===== src/rtl/booth_r4_mult_pkg.sv =====
// Shared definitions for the radix-4 Booth multiplier: FSM state codes and
// recode select constants.
package booth_r4_mult_pkg;

  // FSM state encodings
  localparam logic [0:0] IDLE = 1'b0;
  localparam logic [0:0] CALC = 1'b1;

  // Magnitude selects produced by the recoder
  localparam logic [1:0] SEL_ZERO = 2'b00;
  localparam logic [1:0] SEL_1X   = 2'b01;
  localparam logic [1:0] SEL_2X   = 2'b10;

  // Recode results as {negate, select}
  localparam logic [2:0] BR_ZERO = {1'b0, SEL_ZERO};
  localparam logic [2:0] BR_P1   = {1'b0, SEL_1X};
  localparam logic [2:0] BR_P2   = {1'b0, SEL_2X};
  localparam logic [2:0] BR_N1   = {1'b1, SEL_1X};
  localparam logic [2:0] BR_N2   = {1'b1, SEL_2X};

endpackage


===== src/rtl/booth_r4_mult_if.sv =====
// Start/done handshake and operand/result bus of the Booth multiplier.
interface booth_r4_mult_if #(
  parameter int W = 8
);
  logic           start;
  logic           signed_mode;
  logic [W-1:0]   a;
  logic [W-1:0]   b;
  logic           busy;
  logic           done;
  logic [2*W-1:0] p;

  modport master (
    output start, signed_mode, a, b,
    input  busy, done, p
  );

  modport slave (
    input  start, signed_mode, a, b,
    output busy, done, p
  );
endinterface


===== src/rtl/booth_r4_mult_recode.sv =====
// Radix-4 Booth recoder: maps a multiplier bit triplet to a magnitude
// select (0, 1x, 2x) and a negate flag.
module booth_r4_recode (
  input  logic [2:0] i_trip,
  output logic [1:0] o_sel,
  output logic       o_neg
);
  import booth_r4_mult_pkg::*;

  logic [2:0] w_code;

  // Triplet {q[1], q[0], q_m1} to signed digit in {-2,-1,0,+1,+2}
  always_comb begin
    w_code = BR_ZERO;
    unique case (i_trip)
      3'b000, 3'b111: w_code = BR_ZERO;
      3'b001, 3'b010: w_code = BR_P1;
      3'b011:         w_code = BR_P2;
      3'b100:         w_code = BR_N2;
      3'b101, 3'b110: w_code = BR_N1;
      default:        w_code = BR_ZERO;
    endcase
  end

  assign o_sel = w_code[1:0];
  assign o_neg = w_code[2];

endmodule


===== src/rtl/booth_r4_mult.sv =====
// Radix-4 Booth sequential multiplier, signed or unsigned operands selected
// per operation. Retires two multiplier bits per CALC cycle over W/2+1 steps.
module booth_r4_mult #(
  parameter int W = 8
) (
  input  logic           clk,
  input  logic           reset,
  booth_r4_mult_if.slave bus
);
  import booth_r4_mult_pkg::*;

  localparam int K  = W / 2 + 1;        // Booth steps per operation
  localparam int CW = $clog2(K + 1);    // counter width
  localparam int QW = W + 2;            // extended operand width
  localparam int AW = W + 4;            // accumulator width, holds +/-2M
  localparam logic [CW-1:0] LAST = CW'(K - 1);

  logic [0:0]     r_state;
  logic [CW-1:0]  r_cnt;
  logic [AW-1:0]  r_acc;
  logic [QW-1:0]  r_q;
  logic           r_qm1;
  logic [QW-1:0]  r_m;
  logic [2*W-1:0] r_p;
  logic           r_done;

  logic [1:0]        w_sel;
  logic              w_neg;
  logic [AW-1:0]     w_mag;
  logic [AW-1:0]     w_addend;
  logic [AW-1:0]     w_sum;
  logic [AW+QW:0]    w_shift;
  logic              w_ext_a;
  logic              w_ext_b;

  booth_r4_recode u_recode (
    .i_trip ({r_q[1:0], r_qm1}),
    .o_sel  (w_sel),
    .o_neg  (w_neg)
  );

  // Sign bits used to extend operands to W+2 bits; zero in unsigned mode
  assign w_ext_a = bus.signed_mode & bus.a[W-1];
  assign w_ext_b = bus.signed_mode & bus.b[W-1];

  // Selected multiple of M, sign-extended to accumulator width
  always_comb begin
    w_mag = '0;
    unique case (w_sel)
      SEL_1X:  w_mag = {{2{r_m[QW-1]}}, r_m};
      SEL_2X:  w_mag = {r_m[QW-1], r_m, 1'b0};
      default: w_mag = '0;
    endcase
  end

  // Negation as one's complement plus carry-in; the whole
  // {acc, q, q_m1} string then shifts right arithmetically by two.
  assign w_addend = w_neg ? ~w_mag : w_mag;
  assign w_sum    = r_acc + w_addend + AW'(w_neg);
  assign w_shift  = $signed({w_sum, r_q, r_qm1}) >>> 2;

  // Control FSM and datapath registers; p loads from the final step directly
  always_ff @(posedge clk) begin
    if (reset) begin
      r_state <= IDLE;
      r_cnt   <= '0;
      r_acc   <= '0;
      r_q     <= '0;
      r_qm1   <= 1'b0;
      r_m     <= '0;
      r_p     <= '0;
      r_done  <= 1'b0;
    end else begin
      r_done <= 1'b0;
      unique case (r_state)
        IDLE: begin
          if (bus.start) begin
            r_m     <= {{2{w_ext_a}}, bus.a};
            r_q     <= {{2{w_ext_b}}, bus.b};
            r_qm1   <= 1'b0;
            r_acc   <= '0;
            r_cnt   <= '0;
            r_state <= CALC;
          end
        end
        CALC: begin
          r_acc <= w_shift[AW+QW:QW+1];
          r_q   <= w_shift[QW:1];
          r_qm1 <= w_shift[0];
          r_cnt <= r_cnt + 1'b1;
          if (r_cnt == LAST) begin
            r_p     <= w_shift[2*W:1];
            r_done  <= 1'b1;
            r_state <= IDLE;
          end
        end
        default: r_state <= IDLE;
      endcase
    end
  end

  assign bus.busy = (r_state == CALC);
  assign bus.done = r_done;
  assign bus.p    = r_p;

endmodule


===== src/flat_wrapper.sv =====
// flat-port wrapper written by rule: the top's interface ports become plain ports
module booth_r4_mult_flat import booth_r4_mult_pkg::*;
#(
  parameter int W = 8
)
  (clk, reset, bus_start, bus_signed_mode, bus_a, bus_b, bus_busy, bus_done, bus_p);
  booth_r4_mult_if #(.W(W)) bus_i ();
  input  logic clk;
  input  logic reset;
  input wire logic [$bits(bus_i.start)-1:0] bus_start;
  input wire logic [$bits(bus_i.signed_mode)-1:0] bus_signed_mode;
  input wire logic [$bits(bus_i.a)-1:0] bus_a;
  input wire logic [$bits(bus_i.b)-1:0] bus_b;
  output wire logic [$bits(bus_i.busy)-1:0] bus_busy;
  output wire logic [$bits(bus_i.done)-1:0] bus_done;
  output wire logic [$bits(bus_i.p)-1:0] bus_p;
  assign bus_i.start = bus_start;
  assign bus_i.signed_mode = bus_signed_mode;
  assign bus_i.a = bus_a;
  assign bus_i.b = bus_b;
  assign bus_busy = bus_i.busy;
  assign bus_done = bus_i.done;
  assign bus_p = bus_i.p;
  booth_r4_mult #(.W(W)) u_core (.clk(clk), .reset(reset), .bus(bus_i));
endmodule

===== config.mk =====
export PLATFORM = sky130hd
export DESIGN_NAME = booth_r4_mult_flat
export DESIGN_NICKNAME = d
export VERILOG_FILES = /design/src/rtl/booth_r4_mult_pkg.sv /design/src/rtl/booth_r4_mult_if.sv /design/src/rtl/booth_r4_mult_recode.sv /design/src/rtl/booth_r4_mult.sv /design/src/flat_wrapper.sv
export SDC_FILE = /design/constraint.sdc
export NUM_CORES = 1
export LEC_CHECK = 0
export CORE_MARGIN = 5
export CORE_UTILIZATION = 40
export DETAILED_ROUTE_END_ITERATION = 12
export SLEW_MARGIN = 0
export SYNTH_ARGS = -nofsm -noshare
export SYNTH_HDL_FRONTEND = slang
export SYNTH_SLANG_ARGS = --single-unit

===== constraint.sdc =====
create_clock -name clk -period 2.92 [get_ports clk]
set_input_delay 0.584 -clock clk [delete_from_list [all_inputs] [get_ports clk]]
set_output_delay 0.584 -clock clk [all_outputs]
set_load 0.05 [all_outputs]

==> job_summary.md, run 1 <==
### Flow metrics

| Metric | Value |
|---|---|
| Outcome | `completed` |
| Number of input and output port buffers inserted | `37` |
| Power per cell area | `444 nW/um^2` |
| Max-Cap Viols | `0` |
| Sequential power share | `54.3%` |
| Vias in the first global route | `2063` |
| Path depth of the worst reg2reg path | `14` |
| Met1 WL | `2820 microns` |
| Post-route worst setup slack | `0.238 ns` |
| Met3 routed WL | `between 200 and 250 microns` |
| Proportion of final cell area spent on non-clock buffers | `13.5%` |
| Count of H-tree levels built during CTS | `2` |
| Top Consumer | `sequential cells` |
| Width of the die | `92.5 microns` |
| Met3 demand-to-capacity share in global routing | `2.84%` |
| WP depth | `14` |
| Cell at the slowest stage of the critical path | `fa_1` |
| Drt wl/cell | `13.4 microns` |
| Via-per-instance ratio | `5.11` |
| Logic inverters | `12` |
| Maximum number of pins on one net before global-route repair | `30` |
| Achievable Freq | `373 MHz` |
| Dominant logic cell type in the layout | `dfxtp_1` |
| WHS | `0.479 ns` |
| Share of the clock period used by the worst path after layout | `91.8%` |
| Worst Hold Path Cells | `2` |
| Kind of end point of the critical path | `flip-flop` |
| Seq. cell area | `1080 sq um` |
| Dominant kind of cell | `multi-input combinational cells` |
| Beginning of the worst register-to-register path | `u_core.u_recode.w_code[1]` |
| Met2 Wirelength | `2540 microns` |
| WP data arrival | `2.89 ns` |
| GRT met1 Usage | `18.3%` |
| Crit path from | `u_core.u_recode.w_code[1]` |
| Combinational fraction of the cell area | `46.0%` |
| Number of routed nets with antenna violations | `0` |
| Async set or reset register ratio after synthesis | `0%` |
| I/O pin count | `38` |
| Power share of the combinational group | `15.5%` |
| Place WS | `0.121 ns` |
| GRT Util Overall | `between 10% and 20%` |
| Synth warn | `0` |
| OpenROAD warning count | `30` |
| Post-CTS Hold Fix Bufs | `0` |
| Part of the power in the clock network | `between 30% and 40%` |
| Crit path to | `u_core.r_acc[6]` |
| Placement Cell Area | `3170 sq um` |
| Count of filler cells inserted in the layout | `653` |
| Max-slew violation total from the final report | `0` |
| Worst setup path class | `flip-flop to flip-flop` |
| Largest stage delay on the critical path | `0.42 ns` |
| Count of cells resized by post-cts repair | `0` |
| Required arrival time at the worst endpoint | `3.12 ns` |
| Synth logic family | `AND-OR/OR-AND gates` |
| Vias after detailed routing | `around 2200` |
| Global route total overflow | `0` |
| Post-synthesis simple-gate area fraction | `16.3%` |
| Initial DRC Count | `113` |
| Number of standard cells after synthesis | `roughly 310` |
| Total number of placement rows | `30` |
| Antenna diode count | `0` |
| Cell count in the Yosys report | `about 310` |
| Proportion of synthesized chip area in sequential cells | `39.7%` |
| Kind of launch point of the worst setup path | `flip-flop` |
| Syn-to-layout area delta | `20.1%` |
| HPWL after detailed placement | `4310 microns` |
| Finish-stage setup viols | `0` |
| Max Clock Skew | `0.0112 ns` |
| Hold Path Class | `flip-flop to flip-flop` |
| Synth top cells by count | `dfxtp_1 (54), nor2_1 (39), a21oi_1 (34), nand2_1 (26), ha_1 (16)` |
| Worst path buffer plus inverter count | `3` |
| Buffer count excluding the clock tree in the final layout | `between 40 and 50` |
| Hold endpoint | `u_core.bus.p[9]` |
| Synthesized-area fraction occupied by xor and xnor cells | `5.46%` |
| First-pass GRT wire length | `between 9000 and 10000 microns` |
| Clock-cell share of area | `2.98%` |
| Latest clock arrival within the worst-skew pair | `around 0.31 ns` |
| Multi-input combinational gate total | `223` |
| Post-route cell area | `approximately 3300 sq um` |
| Number of buffers added by the clock tree synthesis step | `5` |
| Cell area after synthesis | `2730 sq um` |
| Crit path cell chain | `inv_1 -> ha_2 -> a22oi_1 -> nor2_1 -> xor2_1 -> inv_1 -> fa_1 -> nand2b_1 -> a21oi_1 -> a211oi_1 -> buf_4 -> o21bai_1 -> xor2_1 -> a22o_1` |
| Seq cells post-synth | `~54` |
| Initial antenna violation count | `0` |
| Fraction of area in registers | `~33%` |
| Number of setup buffers added after CTS | `0` |
| Final std cells w/o fill | `~420` |
| Top area contributor share | `39.7%` |
| Highest metal layer with signal wires | `met4` |
| Number of synthesized flops with an enable pin | `0` |
| Clock-pin slew on the worst setup and hold paths | `0.10 ns` |
| FP Util | `40.6%` |
| Cell type with the highest aggregate area in the netlist | `dfxtp_1` |
Run 1, wires at chosen ports, followed through buffers:
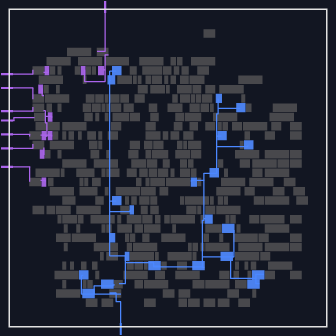
Blue stands for bus_start, direction input, edge bottom, end cells 22, wire 256 microns. Purple stands for bus_a, direction input, edge 7 left, 1 top, end cells 9, wire 110 microns.

Run 1, the clock network:
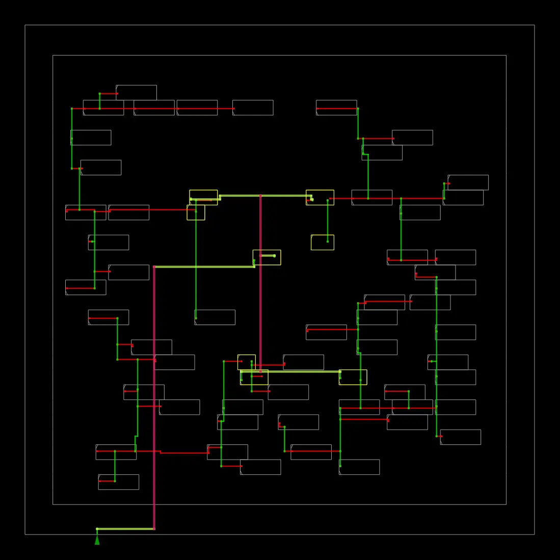
number of clock sinks: 54
layout clock buffer count: 5

Run 1, sequential cells grouped by signal name:
The bar under the picture is 20 microns long.
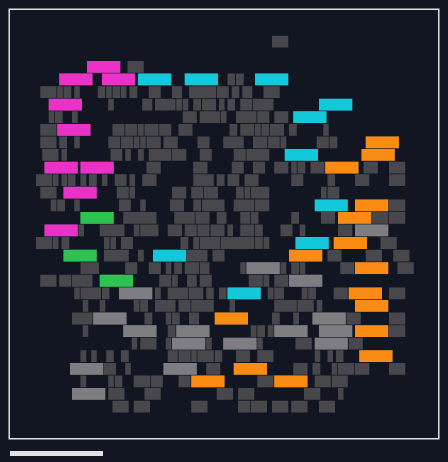
Cyan stands for u_core.r_acc, flops 10. Green stands for u_core.u_recode.w_code, flops 3. Magenta stands for u_core.r_m, flops 9. Orange stands for u_core.bus.p, flops 16.
Another 16 sequential cells are not coloured.

Run 1, wiring by layer:
The bar under the picture is 20 microns long.
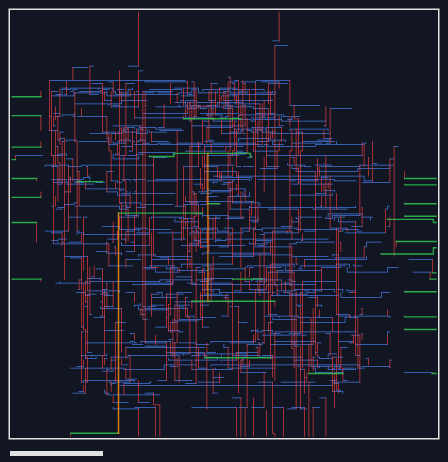
Red stands for M2, wire length 2540 microns. Orange stands for M4, wire length 79.6 microns. Blue stands for M1, wire length 2820 microns. Green stands for M3, wire length 244 microns.

Run 1, cell sizes after repair:
The bar under the picture is 20 microns long.
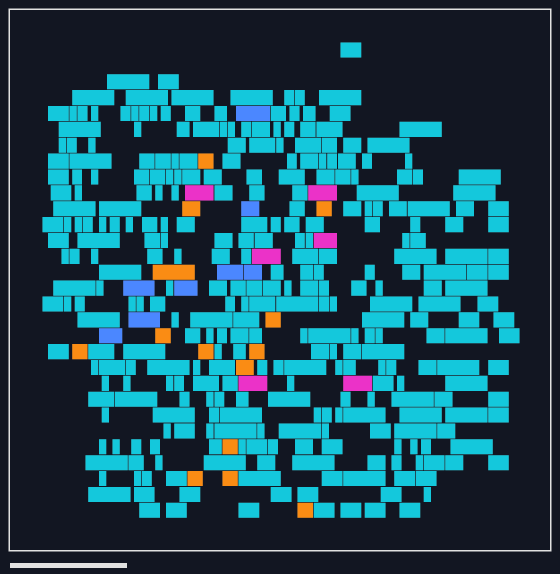

==> run 1 -> run 2 <==
--- a/config.mk
+++ b/config.mk
@@ -8,6 +8,7 @@
 export CORE_MARGIN = 5
 export CORE_UTILIZATION = 40
 export DETAILED_ROUTE_END_ITERATION = 12
+export GPL_TIMING_DRIVEN = 0
 export SLEW_MARGIN = 0
 export SYNTH_ARGS = -nofsm -noshare
 export SYNTH_HDL_FRONTEND = slang
==> constraint.sdc (replaced) <==
create_clock -name clk -period 2.9 [get_ports clk]
set_input_delay 0.58 -clock clk [delete_from_list [all_inputs] [get_ports clk]]
set_output_delay 0.58 -clock clk [all_outputs]
set_load 0.05 [all_outputs]
Run 2, cell sizes after repair:
The bar under the picture is 20 microns long.
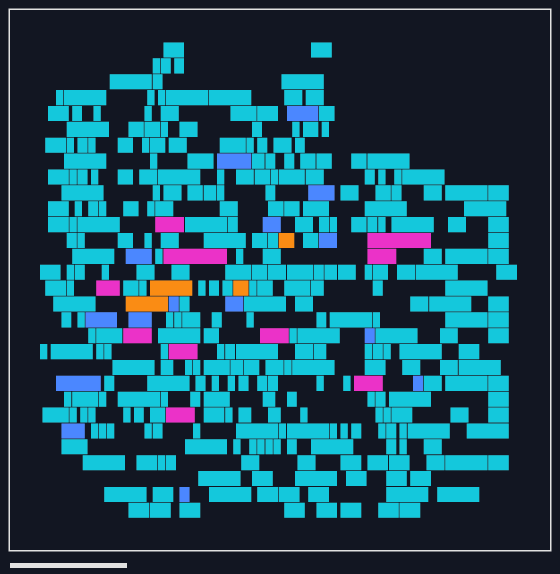
Magenta stands for x6 and larger, cells 10, share 2.8%. Orange stands for x3 and x4, cells 4, share 1.1%. Blue stands for x2, cells 15, share 4.2%. Cyan stands for x1 and smaller, cells 324, share 92%.

==> run 2 against run 1 <==
Cell area is 2.8% higher. Via count is 5.0% higher. Highest routed layer unchanged. Sequential share of layout area fell by 0.85 points. Non-clock buffer count increased by 9. Power rose by 14%. Critical path type unchanged. Die area stayed put. Final cell count rose by 2.1%. Area after synthesis unchanged.
==> job_summary.md, run 2 <==
### Flow metrics

| Metric | Value |
|---|---|
| Proportion of synthesized chip area in sequential cells | `39.7% (unchanged)` |
| Cell at the slowest stage of the critical path | `ha_1 (was fa_1)` |
| Outcome | `completed (unchanged)` |
| Kind of launch point of the worst setup path | `flip-flop (unchanged)` |
| Cell area after synthesis | `2730 sq um (unchanged)` |
| Antenna diode count | `0 (unchanged)` |
| Seq. cell area | `1080 sq um (about the same)` |
| Dominant logic cell type in the layout | `dfxtp_1 (unchanged)` |
| Initial antenna violation count | `0 (unchanged)` |
| First-pass GRT wire length | `10500 microns (was 9620 microns)` |
| Post-route worst setup slack | `0.124 ns (was 0.238 ns)` |
| Crit path cell chain | `inv_1 -> ha_1 -> clkbuf_8 -> a22oi_2 -> nor2_1 -> xor2_1 -> ha_1 -> a21o_2 -> a211oi_4 -> o21ai_2 -> o21ai_1 -> o31ai_1 -> a221o_1 (was inv_1 -> ha_2 -> a22oi_1 -> nor2_1 -> xor2_1 -> inv_1 -> fa_1 -> nand2b_1 -> a21oi_1 -> a211oi_1 -> buf_4 -> o21bai_1 -> xor2_1 -> a22o_1)` |
| Post-route cell area | `3360 sq um (was 3270 sq um)` |
| Maximum number of pins on one net before global-route repair | `17 (was 30)` |
| Final std cells w/o fill | `433 (was 424)` |
| Max-slew violation total from the final report | `0 (unchanged)` |
| Vias in the first global route | `2155 (was 2063)` |
| Kind of end point of the critical path | `flip-flop (unchanged)` |
| Async set or reset register ratio after synthesis | `0% (unchanged)` |
| Number of synthesized flops with an enable pin | `0 (unchanged)` |
| Hold endpoint | `u_core.r_m[3] (was u_core.bus.p[9])` |
| GRT Util Overall | `15.2% (was 13.8%)` |
| Max Clock Skew | `0.00829 ns (was 0.0112 ns)` |
| HPWL after detailed placement | `4770 microns (was 4310 microns)` |
| Initial DRC Count | `147 (was 113)` |
| GRT met1 Usage | `21.1% (was 18.3%)` |
| Post-synthesis simple-gate area fraction | `16.3% (unchanged)` |
| Number of routed nets with antenna violations | `0 (unchanged)` |
| Layout clock buffer count | `6 (was 5)` |
| Total number of placement rows | `30 (unchanged)` |
| Logic inverters | `12 (unchanged)` |
| Placement Cell Area | `3190 sq um (was 3170 sq um)` |
| WP data arrival | `2.97 ns (was 2.89 ns)` |
| Fraction of area in registers | `32.2% (was 33.0%)` |
| Number of buffers added by the clock tree synthesis step | `5 (unchanged)` |
| Worst Hold Path Cells | `2 (unchanged)` |
| Global route total overflow | `0 (unchanged)` |
| Met3 routed WL | `294 microns (was 244 microns)` |
| Highest metal layer with signal wires | `met4 (unchanged)` |
| Dominant kind of cell | `multi-input combinational cells (unchanged)` |
| Power share of the combinational group | `15.0% (was 15.5%)` |
| Required arrival time at the worst endpoint | `3.09 ns (was 3.12 ns)` |
| Synthesized-area fraction occupied by xor and xnor cells | `5.46% (unchanged)` |
| Max-Cap Viols | `0 (unchanged)` |
| Cell type with the highest aggregate area in the netlist | `dfxtp_1 (unchanged)` |
| WHS | `0.474 ns (was 0.479 ns)` |
| Place WS | `0.0352 ns (was 0.121 ns)` |
| Met3 demand-to-capacity share in global routing | `2.52% (was 2.84%)` |
| Proportion of final cell area spent on non-clock buffers | `13.8% (was 13.5%)` |
| Count of H-tree levels built during CTS | `2 (unchanged)` |
| Vias after detailed routing | `2275 (was 2166)` |
| Seq cells post-synth | `54 (unchanged)` |
| Beginning of the worst register-to-register path | `u_core.u_recode.w_code[1] (unchanged)` |
| Path depth of the worst reg2reg path | `13 (was 14)` |
| Synth logic family | `AND-OR/OR-AND gates (unchanged)` |
| Post-CTS Hold Fix Bufs | `0 (unchanged)` |
| Multi-input combinational gate total | `223 (unchanged)` |
| FP Util | `40.6% (unchanged)` |
| Finish-stage setup viols | `0 (unchanged)` |
| Crit path to | `u_core.r_acc[7] (was u_core.r_acc[6])` |
| Number of setup buffers added after CTS | `0 (unchanged)` |
| Via-per-instance ratio | `5.25 (was 5.11)` |
| Drt wl/cell | `14.5 microns (was 13.4 microns)` |
Run 2, sequential cells grouped by signal name:
The bar under the picture is 20 microns long.
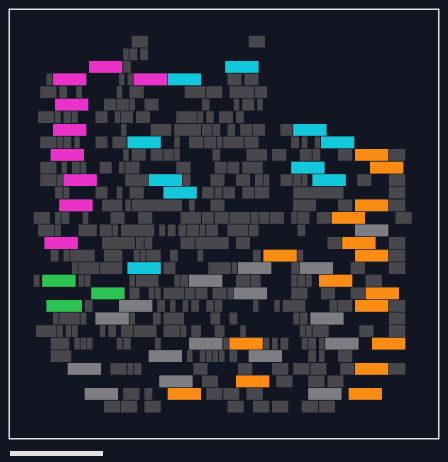
Green stands for u_core.u_recode.w_code, flops 3. Magenta stands for u_core.r_m, flops 9. Cyan stands for u_core.r_acc, flops 10. Orange stands for u_core.bus.p, flops 16.
Another 16 sequential cells are not coloured.

Run 2, wiring by layer:
The bar under the picture is 20 microns long.
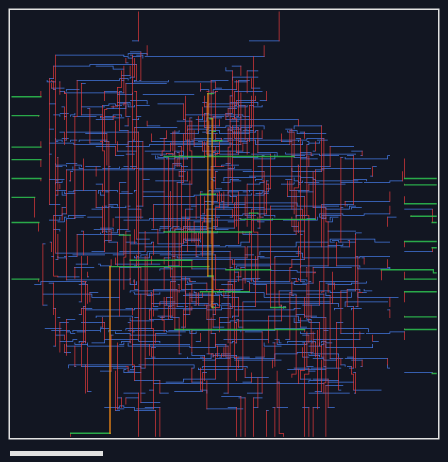

==> run 2 -> run 3 <==
--- a/config.mk
+++ b/config.mk
@@ -9,6 +9,7 @@
 export CORE_UTILIZATION = 40
 export DETAILED_ROUTE_END_ITERATION = 12
 export GPL_TIMING_DRIVEN = 0
+export SETUP_SLACK_MARGIN = 0.02
 export SLEW_MARGIN = 0
 export SYNTH_ARGS = -nofsm -noshare
 export SYNTH_HDL_FRONTEND = slang
Run 3, wiring by layer:
The bar under the picture is 20 microns long.
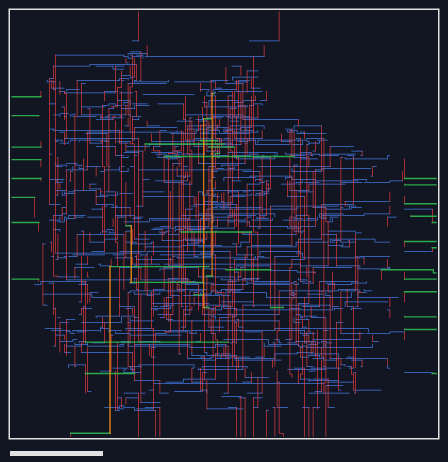
Orange stands for M4, wire length 129 microns. Red stands for M2, wire length 2780 microns. Blue stands for M1, wire length 3100 microns. Green stands for M3, wire length 299 microns.

==> run 3 against run 2 <==
Cell area increased by 0.37%. Critical path depth unchanged. Combinational power about the same. Non-clock buffer count increased by 1. Wire length increased by 0.61%. Clock skew about the same. Utilization increased by 0.19 points. Register-to-register slack about the same. Sequential power about the same. Power about the same. Worst hold slack improved by 0.0032 ns. Critical endpoint unchanged. Largest cell class unchanged. Largest power group unchanged.
==> job_summary.md, run 3 <==
### Flow metrics

| Metric | Value |
|---|---|
| Number of synthesized flops with an enable pin | `0 (unchanged)` |
| Multi-input combinational gate total | `223 (unchanged)` |
| Vias after detailed routing | `2268 (was 2275)` |
| GRT met1 Usage | `21.1% (about the same)` |
| Number of clock sinks | `54 (unchanged)` |
| Async set or reset register ratio after synthesis | `0% (unchanged)` |
| WP depth | `13 (unchanged)` |
| Power share of the combinational group | `15.0% (about the same)` |
| Syn-to-layout area delta | `23.9% (was 23.4%)` |
| Post-synthesis simple-gate area fraction | `16.3% (unchanged)` |
| Top Consumer | `sequential cells (unchanged)` |
| Worst Hold Path Cells | `2 (unchanged)` |
| Cell area after synthesis | `2730 sq um (unchanged)` |
| Number of routed nets with antenna violations | `0 (unchanged)` |
| Met3 demand-to-capacity share in global routing | `2.52% (unchanged)` |
| Number of input and output port buffers inserted | `36 (unchanged)` |
| Initial DRC Count | `181 (was 147)` |
| Number of buffers added by the clock tree synthesis step | `5 (unchanged)` |
| Via-per-instance ratio | `5.23 (was 5.25)` |
| Outcome | `completed (unchanged)` |
| GRT Util Overall | `15.2% (unchanged)` |
| Power per cell area | `490 nW/um^2 (was 492 nW/um^2)` |
| Total number of placement rows | `30 (unchanged)` |
| Synth warn | `0 (unchanged)` |
| WP data arrival | `2.97 ns (about the same)` |
| Met1 WL | `3100 microns (was 3110 microns)` |
| Number of setup buffers added after CTS | `0 (unchanged)` |
| Fraction of area in registers | `32.1% (was 32.2%)` |
| Synth top cells by count | `dfxtp_1 (54), nor2_1 (39), a21oi_1 (34), nand2_1 (26), ha_1 (16) (unchanged)` |
| Required arrival time at the worst endpoint | `3.10 ns (was 3.09 ns)` |
| Synthesized-area fraction occupied by xor and xnor cells | `5.46% (unchanged)` |
| Highest metal layer with signal wires | `met4 (unchanged)` |
| Synth logic family | `AND-OR/OR-AND gates (unchanged)` |
| Post-route cell area | `3380 sq um (was 3360 sq um)` |
| Latest clock arrival within the worst-skew pair | `0.31 ns (about the same)` |
| Drt wl/cell | `14.5 microns (about the same)` |
| Initial antenna violation count | `0 (unchanged)` |
| First-pass GRT wire length | `10500 microns (unchanged)` |
| Met2 Wirelength | `2780 microns (was 2750 microns)` |
| Largest stage delay on the critical path | `0.36 ns (about the same)` |
| Met3 routed WL | `298 microns (was 294 microns)` |
| WHS | `0.477 ns (was 0.474 ns)` |
| Kind of end point of the critical path | `flip-flop (unchanged)` |
| Maximum number of pins on one net before global-route repair | `17 (unchanged)` |
| Crit path to | `u_core.r_acc[7] (unchanged)` |
| Cell at the slowest stage of the critical path | `ha_1 (unchanged)` |
| Worst setup path class | `flip-flop to flip-flop (unchanged)` |
| Crit path from | `u_core.u_recode.w_code[1] (unchanged)` |
| Path depth of the worst reg2reg path | `13 (unchanged)` |
| Achievable Freq | `361 MHz (was 360 MHz)` |
| Proportion of synthesized chip area in sequential cells | `39.7% (unchanged)` |
| FP Util | `40.6% (unchanged)` |
| Placement Cell Area | `3190 sq um (unchanged)` |
| Place WS | `0.0352 ns (unchanged)` |
| Share of the clock period used by the worst path after layout | `95.6% (was 95.7%)` |
| Top area contributor share | `39.7% (unchanged)` |
| Seq. cell area | `1080 sq um (unchanged)` |
| Final std cells w/o fill | `434 (was 433)` |
| Part of the power in the clock network | `37.2% (about the same)` |
| Crit path cell chain | `inv_1 -> ha_1 -> clkbuf_8 -> a22oi_2 -> nor2_2 -> xor2_1 -> ha_1 -> a21o_2 -> a211oi_4 -> o21ai_2 -> o21ai_1 -> o31ai_1 -> a221o_1 (was inv_1 -> ha_1 -> clkbuf_8 -> a22oi_2 -> nor2_1 -> xor2_1 -> ha_1 -> a21o_2 -> a211oi_4 -> o21ai_2 -> o21ai_1 -> o31ai_1 -> a221o_1)` |
Run 3, cell sizes after repair:
The bar under the picture is 20 microns long.
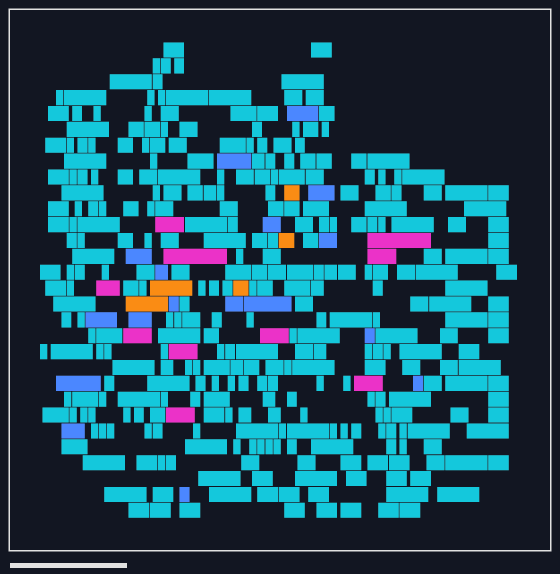
Blue stands for x2, cells 17, share 4.8%. Cyan stands for x1 and smaller, cells 322, share 91%. Orange stands for x3 and x4, cells 5, share 1.4%. Magenta stands for x6 and larger, cells 10, share 2.8%.

Power and IR drop assume default switching activity.
